File: src/rtl/ihex_dump_sched.sv
// Shares one single-port byte RAM between decoder writes and a hex-dump reader (round-robin),
// and streams the whole RAM as lowercase hex pairs plus ' '/'\n' separators onto uart_tx.
module ihex_dump_sched #(
    parameter int ADDR_W    = 8,
    parameter int LINE_LOG2 = 4
) (
    input  logic              clock,
    input  logic              reset,
    input  logic              start,
    input  logic              wr_req,
    input  logic [ADDR_W-1:0] wr_addr,
    input  logic [7:0]        wr_data,
    output logic              wr_ack,
    output logic              mem_en,
    output logic              mem_we,
    output logic [ADDR_W-1:0] mem_addr,
    output logic [7:0]        mem_wdata,
    input  logic [7:0]        mem_rdata,
    output logic [7:0]        tx_data,
    output logic              tx_req,
    input  logic              tx_sendable,
    output logic              busy,
    output logic              done
);

    typedef enum logic [2:0] {
        S_IDLE,
        S_FETCH,
        S_WAIT,
        S_HI,
        S_LO,
        S_SEP
    } state_t;

    typedef enum logic {
        GRANT_WRITE = 1'b0,
        GRANT_READ  = 1'b1
    } grant_t;

    state_t            state_q, state_d;
    grant_t            last_grant_q, last_grant_d;
    logic [ADDR_W-1:0] addr_q, addr_d;
    logic [7:0]        byte_q, byte_d;
    logic              done_q, done_d;

    logic rd_req;
    logic grant_rd;
    logic grant_wr;
    logic tx_accept;
    logic line_end;
    logic last_addr;

    function automatic logic [7:0] hex_char(input logic [3:0] n);
        return (n < 4'd10) ? (8'h30 + {4'h0, n}) : (8'h57 + {4'h0, n});
    endfunction

    // Reads are only wanted in FETCH; on contention the side not served last time wins.
    // Grants are suppressed while reset is high so a pending write is never acknowledged.
    always_comb begin
        rd_req   = (state_q == S_FETCH);
        grant_rd = !reset && rd_req && (!wr_req || (last_grant_q == GRANT_WRITE));
        grant_wr = !reset && wr_req && !grant_rd;
    end

    assign wr_ack    = grant_wr;
    assign mem_en    = grant_rd | grant_wr;
    assign mem_we    = grant_wr;
    assign mem_addr  = grant_wr ? wr_addr : (grant_rd ? addr_q : '0);
    assign mem_wdata = grant_wr ? wr_data : 8'h00;

    assign line_end  = &addr_q[LINE_LOG2-1:0];
    assign last_addr = &addr_q;
    assign busy      = (state_q != S_IDLE);
    assign done      = done_q;
    assign tx_accept = tx_req & tx_sendable;

    // NOTE: every output of a combinational block gets a default before the case, so no path
    // leaves it unassigned and no latch is inferred.
    always_comb begin
        tx_req  = 1'b0;
        tx_data = 8'h00;
        case (state_q)
            S_HI: begin
                tx_req  = 1'b1;
                tx_data = hex_char(byte_q[7:4]);
            end
            S_LO: begin
                tx_req  = 1'b1;
                tx_data = hex_char(byte_q[3:0]);
            end
            S_SEP: begin
                tx_req  = 1'b1;
                tx_data = line_end ? 8'h0A : 8'h20;
            end
            default: ;
        endcase
    end

    always_comb begin
        state_d      = state_q;
        addr_d       = addr_q;
        byte_d       = byte_q;
        done_d       = 1'b0;
        last_grant_d = last_grant_q;

        if (grant_rd) begin
            last_grant_d = GRANT_READ;
        end else if (grant_wr) begin
            last_grant_d = GRANT_WRITE;
        end

        case (state_q)
            S_IDLE: ;
            S_FETCH: if (grant_rd) state_d = S_WAIT;
            S_WAIT: begin
                byte_d  = mem_rdata;
                state_d = S_HI;
            end
            S_HI: if (tx_accept) state_d = S_LO;
            S_LO: if (tx_accept) state_d = S_SEP;
            S_SEP: begin
                if (tx_accept) begin
                    if (last_addr) begin
                        state_d = S_IDLE;
                        addr_d  = '0;
                        done_d  = 1'b1;
                    end else begin
                        state_d = S_FETCH;
                        addr_d  = addr_q + ADDR_W'(1);
                    end
                end
            end
            default: state_d = S_IDLE;
        endcase

        // A restart overrides whatever the current state decided, including a final done.
        if (start) begin
            state_d = S_FETCH;
            addr_d  = '0;
            done_d  = 1'b0;
        end
    end

    // NOTE: state registers use non-blocking assignments so every flop samples the values
    // from before the edge, independent of statement order.
    always_ff @(posedge clock) begin
        if (reset) begin
            state_q      <= S_IDLE;
            addr_q       <= '0;
            byte_q       <= 8'h00;
            done_q       <= 1'b0;
            last_grant_q <= GRANT_WRITE;
        end else begin
            state_q      <= state_d;
            addr_q       <= addr_d;
            byte_q       <= byte_d;
            done_q       <= done_d;
            last_grant_q <= last_grant_d;
        end
    end

endmodule

File: config.mk
export PLATFORM = sky130hd
export DESIGN_NAME = ihex_dump_sched
export DESIGN_NICKNAME = d
export VERILOG_FILES = /design/src/rtl/ihex_dump_sched.sv
export SDC_FILE = /design/constraint.sdc
export NUM_CORES = 1
export LEC_CHECK = 0
export CAP_MARGIN = 10
export CORE_MARGIN = 5
export CORE_UTILIZATION = 47
export CTS_BUF_LIST = sky130_fd_sc_hd__clkbuf_8
export DETAILED_ROUTE_END_ITERATION = 6
export PLACE_DENSITY = 0.95
export SYNTH_ARGS = -nofsm -noshare
export SYNTH_HDL_FRONTEND = slang
export SYNTH_SLANG_ARGS = --single-unit
File: constraint.sdc
create_clock -name clock -period 4.2 [get_ports clock]
set_input_delay 1.26 -clock clock [delete_from_list [all_inputs] [get_ports clock]]
set_output_delay 1.26 -clock clock [all_outputs]
set_load 0.05 [all_outputs]
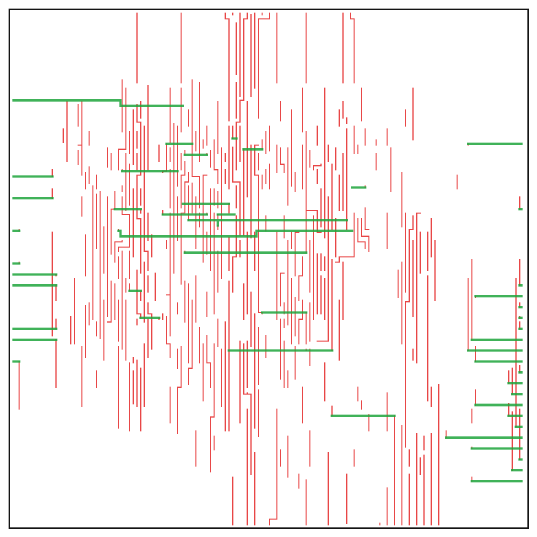
Fig. 1. Metal layers overlaid (run 1).
Scale: 8 px per um. Two of the layers only.
legend:
  metal 2:
    colour: red
    wire_length: 1930 um
  metal 3:
    colour: green
    wire_length: 251 um

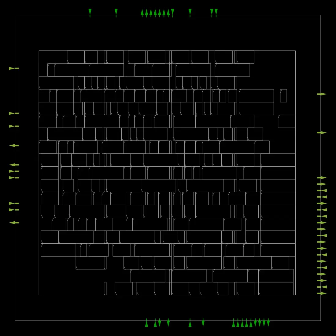
Fig. 2. Placement view (run 1).
number of flip-flops and latches: 21
final core utilization: 0.792
fill cell instance count of the final layout: 188
placeable core region: 2810 um^2

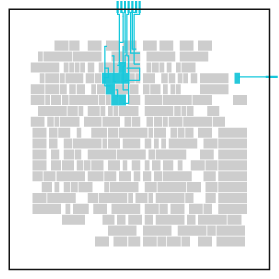
Fig. 3. Wires at chosen ports, followed through buffers (run 1).
Scale: 4 px per um.
legend:
  tx_data:
    colour: cyan
    direction: output
    end_cells: 8
    buffers: 7
    wire: 157 um

-- run 1: through the flow --
step / util / cell area (um^2) / instances / setup slack (ns) / hold slack (ns)
final: 0.792 / 2220 / 261 / 0.221 / 0.527
after global routing: 0.792 / 2220 / 261 / 0.105 / 0.550
after CTS: 0.792 / 2220 / 261 / 0.207 / 0.526
after detailed placement: 0.776 / 2180 / 257 / 0.206 / 0.516
after global placement: 0.776 / 2180 / 257 / 0.276 / 0.496
after floorplan: - / 1410 / 175 / 0.481 / 0.472
-- run 1: routing by layer --
metal,track usage,up-vias
met5,0,-
met4,0.0343,0
met3,0.0466,6
met2,0.327,64
met1,0.237,683
li1,-,741
-- run 1: registers in the layout, summed over array words and instances (netlist names) --
signal        cells
addr_q            8
byte_q            8
state_q           3
done              1
last_grant_q      1
==> impl_metrics.csv, run 1 <==
group,metric,value,unit
outcome,run_status,"complete, no violations",
drt,met3_wirelength,250,um
setup_path,critical_path.n_buffers_inverters,4,
clock_tree,cts.hold.buffers_added,0,
timing,period_minus_slack,3.98,ns
timing,tightest_slew,0.902,ns
final_layout,area_dominant_class,"logic gates",
final_layout,final_layout_size_suffix_gt1_frac,0.139,
final_layout,area_share_nonclk_buffers,0.353,
drt,drc_errors_left,0,
power_and_ir_drop,p_sw,137,uW
logic_synthesis,post_synth_edffs,0,
final_layout,num-nonclk-inverters,6,
clock_tree,worst_skew_pair.late_latency,0.26,ns
timing,max_freq,0.251,GHz
logic_synthesis,synthesis.yosys.warnings,0,
drt,antenna_violating_nets_post_route,0,
timing,post-route-period-util,0.947,
final_layout,final_layout_top_logic_cells,"clkdlybuf4s50_1 (38), nor2_1 (25), dfxtp_1 (21), buf_12 (19), a21oi_1 (14)",
setup_path,cpMaxStageDelayCell,"clkdlybuf4s50_1",
run,stage_log_warnings,26,
Fig. 4: run 1, cells by drive strength
Scale: 8 px per um.
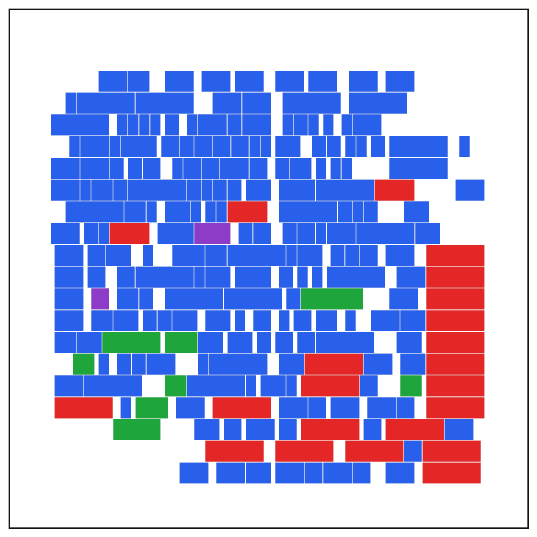

==> run 1 -> run 2 <==
--- a/config.mk
+++ b/config.mk
@@ -6,10 +6,11 @@
 export NUM_CORES = 1
 export LEC_CHECK = 0
 export CAP_MARGIN = 10
-export CORE_MARGIN = 5
+export CORE_MARGIN = 2
 export CORE_UTILIZATION = 47
 export CTS_BUF_LIST = sky130_fd_sc_hd__clkbuf_8
 export DETAILED_ROUTE_END_ITERATION = 6
+export GPL_ROUTABILITY_DRIVEN = 0
 export PLACE_DENSITY = 0.95
 export SYNTH_ARGS = -nofsm -noshare
 export SYNTH_HDL_FRONTEND = slang
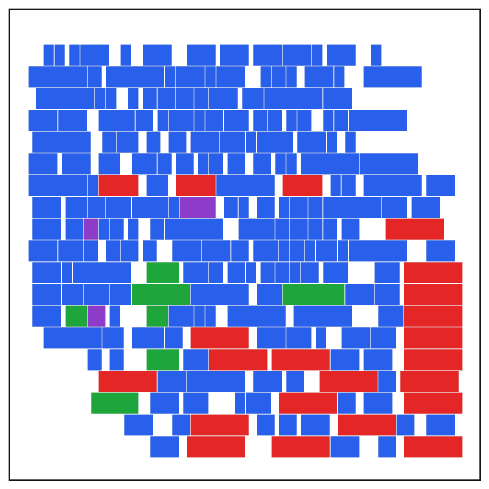
Fig. 5. Cells by drive strength (run 2).
Scale: 8 px per um.
legend:
  _3 and _4 cells:
    colour: green
    cells: 7
    share: 3.1%
  _0 and _1 cells:
    colour: blue
    cells: 197
    share: 86%
  _6 and larger:
    colour: red
    cells: 22
    share: 9.6%
  _2 cells:
    colour: purple
    cells: 3
    share: 1.3%

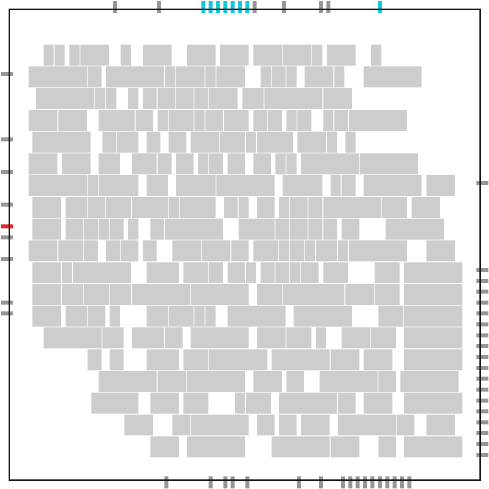
Fig. 6. Pin map (run 2).
Scale: 8 px per um. Pins as bars across the die edge, other pins in grey.
legend:
  tx_data:
    colour: cyan
    pins: 8
    direction: output
    edge: north
  busy:
    colour: red
    pins: 1
    direction: output
    edge: west
Chip Width: 58.7 um
die height: 58.7 um
count of port buffers added during placement: 57

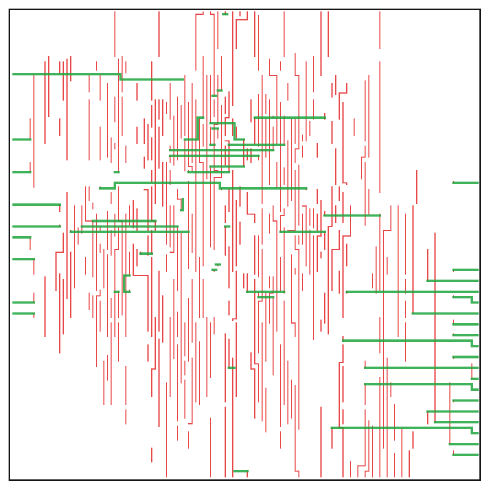
Fig. 7. Metal layers overlaid (run 2).
Scale: 8 px per um. Two of the layers only.
legend:
  metal 3:
    colour: green
    wire_length: 335 um
  metal 2:
    colour: red
    wire_length: 1920 um
Total Routed Length: 3910 um
via total after detailed routing: 1523
global routing usage summed across all routing layers: 0.229
WL/cell: 15.1 um

==> impl_metrics.csv, run 2 <==
group,metric,value,unit
final_layout,area_share_nonclk_buffers,0.350,
drt,antenna_violating_nets_post_route,0,
timing,period_minus_slack,4.02,ns
die,core_area,2810,um^2
final_layout,largest_registers,"addr_q: 8 flops, byte_q: 8 flops, state_q: 3 flops",
drt,met3_wirelength,334,um
final_layout,finish.cell_count_without_fillers,260,
global_routing,groute.layer.met2.usage,0.376,
final_layout,final.fill_count,188,
global_routing,global_route.usage.met1,0.306,
drt,drc_errors_left,4,
outcome,run_status,"complete, but fails checks",
final_layout,num-nonclk-inverters,6,
outcome,violations_in_the_final_reports,"design-rule violations",
timing,timing.final.ws_setup,0.176,ns
final_layout,numSequentialCells,21,
placement,place_area,2170,um^2
final_layout,final_layout_size_suffix_gt1_frac,0.140,
global_routing,gr-max-usage-layer,"met2",
global_routing,met3_usage,0.0505,
timing,finalHoldWorstSlack,0.533,ns
timing,post-route-period-util,0.958,
[run 2: cell counts after synthesis]
Identical to the previous run, type by type.
[run 2: path summary, 6_finish.rpt]
| path | from | to | slack, ns | cells after the start |
|---|---|---|---|---|
| worst max-delay path | wr_req | mem_addr[4] | 0.18 | 6 |
| worst max register to register | state_q[1]$_SDFFE_PP0P_ | state_q[0]$_SDFFE_PP0P_ | 2.14 | 4 |
| worst min-delay path | addr_q[7]$_SDFFE_PP0P_ | addr_q[7]$_SDFFE_PP0P_ | 0.53 | 2 |
| worst min register to register | addr_q[7]$_SDFFE_PP0P_ | addr_q[7]$_SDFFE_PP0P_ | 0.53 | 2 |
[run 2: worst max-delay path, delay by kind of cell]
kind / cells / cell delay, ns
compound gates: 1 / 0.21
buf+inv: 4 / 1.10
simple gates: 1 / 0.19
==> run 2 -> run 3 <==
--- a/config.mk
+++ b/config.mk
@@ -10,7 +10,6 @@
 export CORE_UTILIZATION = 47
 export CTS_BUF_LIST = sky130_fd_sc_hd__clkbuf_8
 export DETAILED_ROUTE_END_ITERATION = 6
-export GPL_ROUTABILITY_DRIVEN = 0
 export PLACE_DENSITY = 0.95
 export SYNTH_ARGS = -nofsm -noshare
 export SYNTH_HDL_FRONTEND = slang
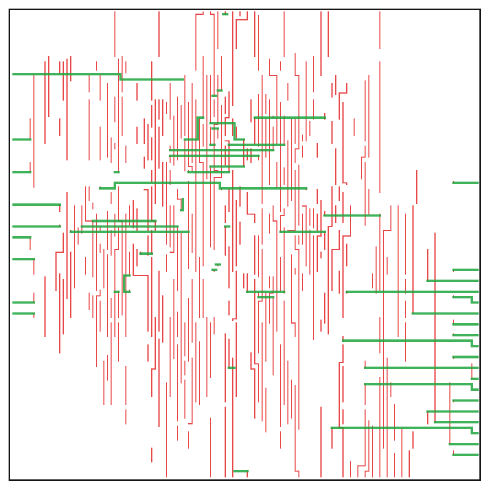
Fig. 8. Metal layers overlaid (run 3).
Scale: 8 px per um. Two of the layers only.
legend:
  metal 2:
    colour: red
    wire_length: 1920 um
  metal 3:
    colour: green
    wire_length: 335 um

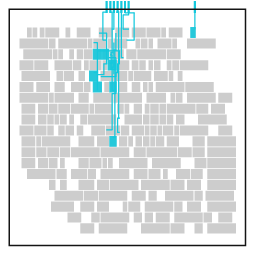
Fig. 9. Wires at chosen ports, followed through buffers (run 3).
Scale: 4 px per um.
legend:
  tx_data:
    colour: cyan
    direction: output
    end_cells: 8
    buffers: 7
    wire: 207 um
I/O pin total: 59

==> impl_metrics.csv, run 3 <==
group,metric,value,unit
drt,antenna_violating_nets_post_route,0,
timing,finalHoldWorstSlack,0.533,ns
final_layout,numSequentialCells,21,
drt,viasPerCell,5.86,
setup_path,startpoint_of_the_worst_setup_timing_path,"wr_req",
logic_synthesis,ys_dominant_reg_cell,"dfxtp_1",
final_layout,area_share_nonclk_buffers,0.350,
hold_path,hold_path_end,"addr_q[7]$_SDFFE_PP0P_",
setup_path,worst_setup_path_endpoint,"mem_addr[4]",
drt,routed_wirelength,3910,um
final_layout,largest_registers,"addr_q: 8 flops, byte_q: 8 flops, state_q: 3 flops",
final_layout,clkbuf_count,3,
global_routing,grt_antenna_before_repair,0,
global_routing,grt_util_all_layers,0.229,
outcome,run_status,"complete, but fails checks",
hold_path,hold_path_startpoint,"addr_q[7]$_SDFFE_PP0P_",
placement,numPortBuffers,57,
drt,firstDrtPassIters,6,
global_routing,met3_usage,0.0505,
clock_tree,post_cts_resize_count,0,
setup_path,timing.rr.start,"state_q[1]$_SDFFE_PP0P_",
global_routing,groute.layer.met2.usage,0.376,
hold_path,worst_hold_path.num_cells,2,
timing,period_minus_slack,4.02,ns
final_layout,final_layout_size_suffix_gt1_frac,0.140,
final_layout,syn2layout_area_growth,57.6,%
setup_path,reg2reg_depth,4,
global_routing,global_route.usage.met1,0.306,
setup_path,rr_endpoint,"state_q[0]$_SDFFE_PP0P_",
drt,detailroute.via_count,1523,
timing,post-route-period-util,0.958,
placement,placed_cells,256,
power_and_ir_drop,top_power_group,"registers",
final_layout,comb_area,911,um^2
outcome,violations_in_the_final_reports,"design-rule violations",
final_layout,num-nonclk-inverters,6,
final_layout,final_layout_top_logic_cells,"clkdlybuf4s50_1 (38), nor2_1 (25), dfxtp_1 (21), buf_12 (19), a21oi_1 (14)",
timing,max_freq,0.249,GHz
drt,met3_wirelength,334,um
placement,place_area,2170,um^2
clock_tree,cts.hold.buffers_added,0,
global_routing,gr-max-usage-layer,"met2",
timing,timing.final.ws_setup,0.176,ns
die,core_area,2810,um^2
drt,drc_errors_left,4,
drt,post_drt_wl_per_cell,15.1,um
die,floorplan.die.height,58.7,um
setup_path,regToRegSetupSlack,2.14,ns
final_layout,final.fill_count,188,
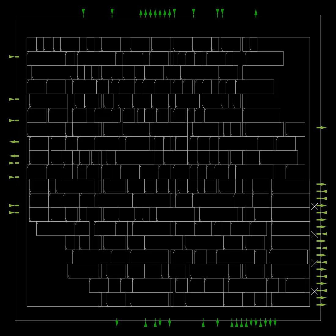
Fig. 10. Placement view (run 3).
non-filler instance count after layout: 260
standard-cell row count: 19
share of the final layout cell area in sequential cells: 0.190
final core utilization: 0.789

==> run 3: cell counts in the layout (fill, tap and decap cells not counted) <==
Identical to the previous run, type by type.
==> run 3: kinds of logic after synthesis <==
kind of cell / after synthesis / share of synthesized area
AND/OR/NAND/NOR: 74 / 0.300
AND-OR/OR-AND: 48 / 0.232
flip-flops: 21 / 0.299
buffers and inverters: 15 / 0.0525
XOR/XNOR: 8 / 0.0499
adder cells (fa/ha/maj): 4 / 0.0356
multiplexers: 4 / 0.0285
other: 1 / 0.00267
==> run 3: critical path, stage by stage <==
cell and delay [ns]:
clkdlybuf4s50_1 0.57, inv_1 0.13, nor3_4 0.19, buf_4 0.25, a22o_1 0.21, buf_12 0.15
